`src/rtl/rv_pkg.sv`:
```
// Shared RISC-V decode definitions: major opcodes, one-hot instruction
// formats, instruction field positions and the decoded-field bundle.
package rv_pkg;

  // Major opcodes, inst[6:2]
  localparam logic [4:0] OPCODE_LOAD      = 5'h00;
  localparam logic [4:0] OPCODE_LOAD_FP   = 5'h01;
  localparam logic [4:0] OPCODE_CUSTOM_0  = 5'h02;
  localparam logic [4:0] OPCODE_MISC_MEM  = 5'h03;
  localparam logic [4:0] OPCODE_OP_IMM    = 5'h04;
  localparam logic [4:0] OPCODE_AUIPC     = 5'h05;
  localparam logic [4:0] OPCODE_OP_IMM_32 = 5'h06;
  localparam logic [4:0] OPCODE_STORE     = 5'h08;
  localparam logic [4:0] OPCODE_STORE_FP  = 5'h09;
  localparam logic [4:0] OPCODE_CUSTOM_1  = 5'h0A;
  localparam logic [4:0] OPCODE_AMO       = 5'h0B;
  localparam logic [4:0] OPCODE_OP        = 5'h0C;
  localparam logic [4:0] OPCODE_LUI       = 5'h0D;
  localparam logic [4:0] OPCODE_OP_32     = 5'h0E;
  localparam logic [4:0] OPCODE_MADD      = 5'h10;
  localparam logic [4:0] OPCODE_MSUB      = 5'h11;
  localparam logic [4:0] OPCODE_NMSUB     = 5'h12;
  localparam logic [4:0] OPCODE_NMADD     = 5'h13;
  localparam logic [4:0] OPCODE_OP_FP     = 5'h14;
  localparam logic [4:0] OPCODE_CUSTOM_2  = 5'h16;
  localparam logic [4:0] OPCODE_BRANCH    = 5'h18;
  localparam logic [4:0] OPCODE_JALR      = 5'h19;
  localparam logic [4:0] OPCODE_JAL       = 5'h1B;
  localparam logic [4:0] OPCODE_SYSTEM    = 5'h1C;
  localparam logic [4:0] OPCODE_CUSTOM_3  = 5'h1E;

  // One-hot instruction formats {J,U,B,S,I,R}; NONE marks an illegal instruction
  localparam logic [5:0] INST_TYPE_NONE = 6'b000000;
  localparam logic [5:0] INST_TYPE_R    = 6'b000001;
  localparam logic [5:0] INST_TYPE_I    = 6'b000010;
  localparam logic [5:0] INST_TYPE_S    = 6'b000100;
  localparam logic [5:0] INST_TYPE_B    = 6'b001000;
  localparam logic [5:0] INST_TYPE_U    = 6'b010000;
  localparam logic [5:0] INST_TYPE_J    = 6'b100000;

  // Field LSB positions inside the 32-bit instruction word
  localparam int OPCODE_LSB = 2;
  localparam int RD_LSB     = 7;
  localparam int FUNCT3_LSB = 12;
  localparam int RS1_LSB    = 15;
  localparam int RS2_LSB    = 20;
  localparam int FUNCT7_LSB = 25;

  // Occupancy of the decode stage: nothing, output register only, output + skid
  typedef enum logic [1:0] {
    ST_EMPTY = 2'd0,
    ST_FULL  = 2'd1,
    ST_SKID  = 2'd2
  } stage_state_e;

  // XLEN-independent part of a decoded instruction
  typedef struct packed {
    logic [4:0] opcode;
    logic [5:0] inst_type;
    logic [4:0] rd;
    logic [4:0] rs1;
    logic [4:0] rs2;
    logic [2:0] funct3;
    logic [6:0] funct7;
    logic       illegal;
  } dec_fields_t;

endpackage

```
`src/rtl/decode_comb.sv`:
```
// Purely combinational RV32/RV64 decoder: format, legality, gated register
// and function fields, and the XLEN-wide sign-extended immediate.
module decode_comb
  import rv_pkg::*;
#(
  parameter int XLEN = 32,
  parameter int EN_F = 0
) (
  input  logic [31:0]     inst,
  output logic [5:0]      inst_type,
  output logic [4:0]      rd,
  output logic [4:0]      rs1,
  output logic [4:0]      rs2,
  output logic [2:0]      funct3,
  output logic [6:0]      funct7,
  output logic [XLEN-1:0] imm,
  output logic            illegal
);

  logic [4:0]  opcode;
  logic [5:0]  type_raw;
  logic        bad_len;
  logic [31:0] imm32;

  assign opcode = inst[OPCODE_LSB +: 5];

  // Map the major opcode to a format; unsupported opcodes stay NONE
  always_comb begin
    type_raw = INST_TYPE_NONE;
    case (opcode)
      OPCODE_LOAD, OPCODE_MISC_MEM, OPCODE_OP_IMM,
      OPCODE_JALR, OPCODE_SYSTEM:                  type_raw = INST_TYPE_I;
      OPCODE_OP_IMM_32: if (XLEN == 64)            type_raw = INST_TYPE_I;
      OPCODE_STORE:                                type_raw = INST_TYPE_S;
      OPCODE_BRANCH:                               type_raw = INST_TYPE_B;
      OPCODE_AUIPC, OPCODE_LUI:                    type_raw = INST_TYPE_U;
      OPCODE_JAL:                                  type_raw = INST_TYPE_J;
      OPCODE_OP, OPCODE_AMO:                       type_raw = INST_TYPE_R;
      OPCODE_OP_32: if (XLEN == 64)                type_raw = INST_TYPE_R;
      OPCODE_LOAD_FP: if (EN_F != 0)               type_raw = INST_TYPE_I;
      OPCODE_STORE_FP: if (EN_F != 0)              type_raw = INST_TYPE_S;
      OPCODE_MADD, OPCODE_MSUB, OPCODE_NMSUB,
      OPCODE_NMADD, OPCODE_OP_FP: if (EN_F != 0)   type_raw = INST_TYPE_R;
      default:                                     type_raw = INST_TYPE_NONE;
    endcase
  end

  // Compressed (low bits != 11) and >32-bit encodings (inst[4:2]==111) are never legal here
  assign bad_len   = (inst[1:0] != 2'b11) || (inst[4:2] == 3'b111);
  assign illegal   = bad_len || (type_raw == INST_TYPE_NONE);
  assign inst_type = illegal ? INST_TYPE_NONE : type_raw;

  // Pass each field only for the formats that actually carry it
  always_comb begin
    rd     = '0;
    rs1    = '0;
    rs2    = '0;
    funct3 = '0;
    funct7 = '0;
    if (|(inst_type & (INST_TYPE_R | INST_TYPE_I | INST_TYPE_U | INST_TYPE_J)))
      rd = inst[RD_LSB +: 5];
    if (|(inst_type & (INST_TYPE_R | INST_TYPE_I | INST_TYPE_S | INST_TYPE_B))) begin
      rs1    = inst[RS1_LSB +: 5];
      funct3 = inst[FUNCT3_LSB +: 3];
    end
    if (|(inst_type & (INST_TYPE_R | INST_TYPE_S | INST_TYPE_B)))
      rs2 = inst[RS2_LSB +: 5];
    if (inst_type == INST_TYPE_R)
      funct7 = inst[FUNCT7_LSB +: 7];
  end

  // Build the 32-bit immediate per format, then sign-extend from bit 31 to XLEN
  always_comb begin
    imm32 = '0;
    if (inst_type == INST_TYPE_I)
      imm32 = {{20{inst[31]}}, inst[31:20]};
    else if (inst_type == INST_TYPE_S)
      imm32 = {{20{inst[31]}}, inst[31:25], inst[11:7]};
    else if (inst_type == INST_TYPE_B)
      imm32 = {{19{inst[31]}}, inst[31], inst[7], inst[30:25], inst[11:8], 1'b0};
    else if (inst_type == INST_TYPE_U)
      imm32 = {inst[31:12], 12'b0};
    else if (inst_type == INST_TYPE_J)
      imm32 = {{11{inst[31]}}, inst[31], inst[19:12], inst[20], inst[30:21], 1'b0};
    imm       = {XLEN{imm32[31]}};
    imm[31:0] = imm32;
  end

endmodule

```
`src/rtl/decode_stage.sv`:
```
// Registered decode stage between fetch and register-read.
// Handshake: a transfer happens on a rising edge where valid & ready are both
// high; valid never depends on ready, and payload is held stable while
// valid & !ready. Decode happens before the registers, so the output
// register and the optional skid register both hold decoded results.
module decode_stage
  import rv_pkg::*;
#(
  parameter int XLEN = 32,
  parameter int SKID = 1,
  parameter int EN_F = 0
) (
  input  logic            clk,
  input  logic            rst_n,
  input  logic            flush,
  input  logic            in_valid,
  output logic            in_ready,
  input  logic [31:0]     in_inst,
  input  logic [XLEN-1:0] in_pc,
  output logic            out_valid,
  input  logic            out_ready,
  output logic [XLEN-1:0] out_pc,
  output logic [4:0]      out_opcode,
  output logic [5:0]      out_inst_type,
  output logic [4:0]      out_rd,
  output logic [4:0]      out_rs1,
  output logic [4:0]      out_rs2,
  output logic [2:0]      out_funct3,
  output logic [6:0]      out_funct7,
  output logic [XLEN-1:0] out_imm,
  output logic            out_illegal
);

  dec_fields_t     dec;
  logic [XLEN-1:0] dec_imm;
  dec_fields_t     out_q;
  dec_fields_t     skid_q;
  logic [XLEN-1:0] skid_pc;
  logic [XLEN-1:0] skid_imm;
  // state is the stage occupancy and is the signal to watch when debugging
  stage_state_e    state;
  logic            in_ready_q;
  logic            in_fire;
  logic            out_fire;

  assign dec.opcode = in_inst[OPCODE_LSB +: 5];

  decode_comb #(
    .XLEN (XLEN),
    .EN_F (EN_F)
  ) u_decode_comb (
    .inst      (in_inst),
    .inst_type (dec.inst_type),
    .rd        (dec.rd),
    .rs1       (dec.rs1),
    .rs2       (dec.rs2),
    .funct3    (dec.funct3),
    .funct7    (dec.funct7),
    .imm       (dec_imm),
    .illegal   (dec.illegal)
  );

  // With a skid buffer ready comes from a register; without it ready follows
  // the output side. Reset and flush both block acceptance.
  assign in_ready = rst_n && !flush &&
                    ((SKID != 0) ? in_ready_q : (!out_valid || out_ready));
  assign in_fire  = in_valid && in_ready;
  assign out_fire = out_valid && out_ready;

  // Occupancy FSM moving decoded instructions through output and skid registers in order
  always_ff @(posedge clk) begin
    if (!rst_n) begin
      state      <= ST_EMPTY;
      out_valid  <= 1'b0;
      in_ready_q <= 1'b1;
      out_q      <= '0;
      out_pc     <= '0;
      out_imm    <= '0;
      skid_q     <= '0;
      skid_pc    <= '0;
      skid_imm   <= '0;
    end else if (flush) begin
      state      <= ST_EMPTY;
      out_valid  <= 1'b0;
      in_ready_q <= 1'b1;
    end else begin
      case (state)
        ST_EMPTY: begin
          if (in_fire) begin
            out_q     <= dec;
            out_pc    <= in_pc;
            out_imm   <= dec_imm;
            out_valid <= 1'b1;
            state     <= ST_FULL;
          end
        end
        ST_FULL: begin
          if (in_fire && out_fire) begin
            out_q   <= dec;
            out_pc  <= in_pc;
            out_imm <= dec_imm;
          end else if (in_fire) begin
            // Only reachable with the skid buffer: park the newcomer behind the output
            skid_q     <= dec;
            skid_pc    <= in_pc;
            skid_imm   <= dec_imm;
            in_ready_q <= 1'b0;
            state      <= ST_SKID;
          end else if (out_fire) begin
            out_valid <= 1'b0;
            state     <= ST_EMPTY;
          end
        end
        ST_SKID: begin
          if (out_fire) begin
            out_q      <= skid_q;
            out_pc     <= skid_pc;
            out_imm    <= skid_imm;
            in_ready_q <= 1'b1;
            state      <= ST_FULL;
          end
        end
        default: begin
          state      <= ST_EMPTY;
          out_valid  <= 1'b0;
          in_ready_q <= 1'b1;
        end
      endcase
    end
  end

  assign out_opcode    = out_q.opcode;
  assign out_inst_type = out_q.inst_type;
  assign out_rd        = out_q.rd;
  assign out_rs1       = out_q.rs1;
  assign out_rs2       = out_q.rs2;
  assign out_funct3    = out_q.funct3;
  assign out_funct7    = out_q.funct7;
  assign out_illegal   = out_q.illegal;

endmodule

```
`config.mk`:
```
export PLATFORM = sky130hd
export DESIGN_NAME = decode_stage
export DESIGN_NICKNAME = d
export VERILOG_FILES = /design/src/rtl/rv_pkg.sv /design/src/rtl/decode_comb.sv /design/src/rtl/decode_stage.sv
export SDC_FILE = /design/constraint.sdc
export NUM_CORES = 1
export LEC_CHECK = 0
export CELL_PAD_IN_SITES_DETAIL_PLACEMENT = 0
export CELL_PAD_IN_SITES_GLOBAL_PLACEMENT = 2
export CORE_ASPECT_RATIO = 1.4
export CORE_MARGIN = 8
export CORE_UTILIZATION = 23
export DETAILED_ROUTE_END_ITERATION = 12
export GPL_TIMING_DRIVEN = 0
export PLACE_DENSITY = 0.68
export SYNTH_ARGS = -nofsm -noshare
export SYNTH_HDL_FRONTEND = slang
export SYNTH_HIERARCHICAL = 1
export SYNTH_SLANG_ARGS = --single-unit
```
`constraint.sdc`:
```
create_clock -name clk -period 2.7 [get_ports clk]
set_input_delay 0.405 -clock clk [delete_from_list [all_inputs] [get_ports clk]]
set_output_delay 0.405 -clock clk [all_outputs]
set_load 0.01 [all_outputs]
```
==> results.json, run 1 <==
{
  "slowest_delay_ps": 550,
  "critPathLaunchType": "input pin",
  "cts_resized": 0,
  "min_delay_worst_endpoint": "skid_pc[16]$_SDFFE_PN0P_",
  "final_max_slew_viol_count": 0,
  "outcome": "finished, final reports clean",
  "avgSynthCellArea_sq_um": 9.274,
  "p_sw_mw": 1.835,
  "hold_slack_ps": 449.6,
  "clk_latency_ps": 520,
  "startpoint": "in_inst[3]",
  "fin_cells": 1822,
  "dr.pass1.iters": 4,
  "yosysWarnings": 6,
  "holdCritPathClass": "reg2reg",
  "n_all_inverters": 3,
  "fp_util_pct": 23.27,
  "p_per_area_nw_per_um2": 568.3,
  "pre_cts_slack_ps": -191.5,
  "overflow": 0,
  "end_kind": "register",
  "fa_ha_area_share_pct": 0,
  "dpl_cell_area_sq_um": 12220,
  "worstMarginPinSlew_ps": 1079,
  "vias": 8321,
  "internal_power_mw": 5.581,
  "cp_cell_sequence": "clkdlybuf4s50_1, buf_6, and3b_2, buf_2, o21bai_1, a21oi_1, and2_1, mux2i_1, a21oi_2",
  "drtIter0Drc": 403,
  "grt_pass1_wl_mm": 52.75,
  "finalSetupTns_ps": 0,
  "grt_max_degree": 13,
  "ys.flops": 206,
  "async_flop_share_pct": 0,
  "ys_seq_share_pct": 41.99,
  "cts_root_buf": "clkbuf_16",
  "critPathBufInv": 3
}
**Run 1: routing congestion map**

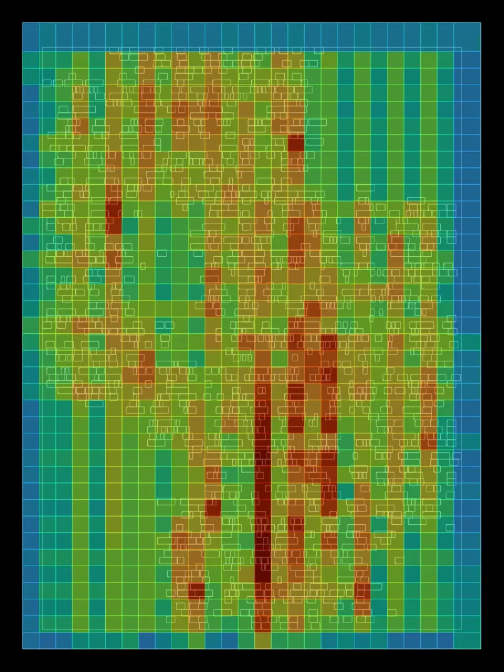
Global Route Usage Sum: 13.77%
final core utilization: 30.92%
Most Crowded Layer GR: met2
routing usage on met1: 15.58%

**Run 1: sequential cells grouped by signal name**

Scale bar: 50 um. Other sequential cells in the stronger gray, the rest of the logic in the fainter gray.
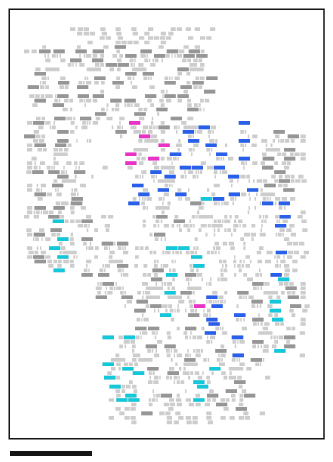
| name in the netlist | color | flops |
|---|---|---|
| `skid_q` | blue | 37 |
| `out_funct7` | magenta | 7 |
| `out_imm` | cyan | 32 |
not colored: 130
Seq group: 3.19 mW
Flop area: 4124 sq um

**Run 1: cells colored by class**

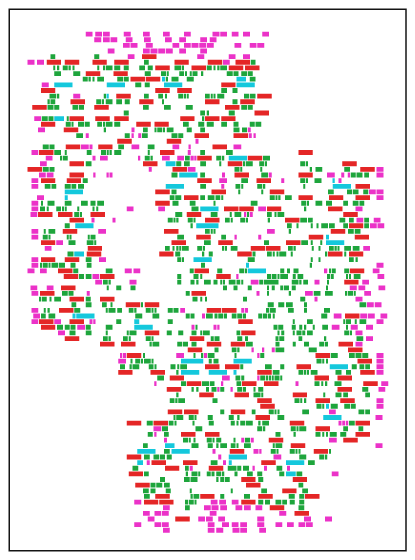
| class | color | cells |
|---|---|---|
| other buffers and delay cells | magenta | 270 |
| all other logic | green | 754 |
| flip-flops | red | 206 |
| clock drivers and dummy loads | cyan | 45 |
final instance area: 13050 sq um
core area: 42200 sq um
# rows: 89
Seq/total area: 31.60%

==> inputs of run 2 (changes only) <==
CTS_BUF_LIST = sky130_fd_sc_hd__clkbuf_4 sky130_fd_sc_hd__clkbuf_8   (was default)
SETUP_SLACK_MARGIN = 0.4   (was default)
**Run 2: wiring heat map**

Scale bar: 50 um. The die is cut into 19 by 26 equal tiles; dark blue is low, red is high, scaled to the fullest tile. Values are wire area over tile area, all layers added.
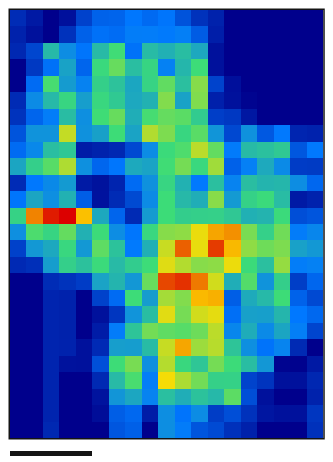
tiles over half the peak: 18%
mean over tiles: 0.11
emptiest ninth of the die: south-west
via count: 8394
WL final: 35.59 mm
Global Route Usage Sum: 14.01%
DR WL/cell: 19.29 um

**Run 2: sequential cells grouped by signal name**

Scale bar: 50 um. Other sequential cells in the stronger gray, the rest of the logic in the fainter gray.
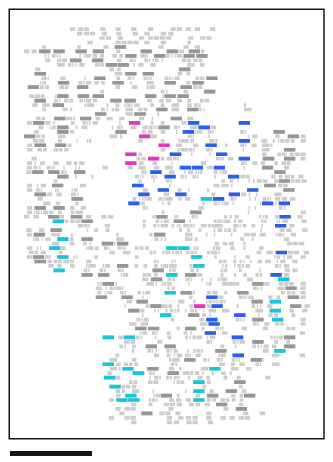
| name in the netlist | color | flops |
|---|---|---|
| `out_funct7` | magenta | 7 |
| `skid_q` | blue | 37 |
| `out_imm` | cyan | 32 |
not colored: 130
Seq/total area: 31.60%
final core utilization: 30.92%

==> run 2 against run 1 <==
  * Sequential share of layout area barely moved
  * First-iteration DRC count is 8.4% lower
  * Largest power group unchanged
  * Via count rose by 0.88%
  * Clock skew up 5.7 ps
  * Power shrank 2.2%
  * Utilization barely moved
==> results.json, run 2 <==
{
  "regArea_sq_um": 4124,
  "post-cts-setup-buffers": 0,
  "fa_ha_area_share_pct": 0,
  "p_sw_mw": 1.851,
  "yosysWarnings": 6,
  "rows": 89,
  "grt_max_degree": 12,
  "hold_slack_ps": 423.0,
  "cp_cell_sequence": "clkdlybuf4s50_1, buf_2, nand2_2, or3_4, a211oi_4, a21o_1, mux2i_1, a21oi_2",
  "p_seq_mw": 3.19,
  "ys_seq_share_pct": 41.99,
  "worstMarginPinSlew_ps": 1087,
  "holdCritPathClass": "in2reg",
  "pre_cts_slack_ps": -191.5,
  "final_max_slew_viol_count": 0,
  "critPathLaunchType": "input pin",
  "internal_power_mw": 5.405,
  "overflow": 0,
  "use_met1_pct": 15.66,
  "drtIter0Drc": 369,
  "outcome": "finished, final reports clean",
  "ys.flops": 206,
  "post-route-cell-area_sq_um": 13050,
  "startpoint": "in_inst[6]",
  "async_flop_share_pct": 0,
  "slowest_delay_ps": 560,
  "grt_pass1_wl_mm": 53.61,
  "finalSetupTns_ps": 0,
  "p_per_area_nw_per_um2": 555.9,
  "core_area_sq_um": 42200,
  "min_delay_worst_endpoint": "skid_pc[5]$_SDFFE_PN0P_",
  "clk_path_buf_depth": 3,
  "fin_crit_ps": 2215,
  "fin_cells": 1845,
  "n_all_inverters": 3,
  "dr.pass1.iters": 6,
  "busiest_layer": "met2",
  "end_kind": "register",
  "fp_util_pct": 23.27,
  "clk_latency_ps": 550
}
Power is estimated from default activity; no workload was simulated.
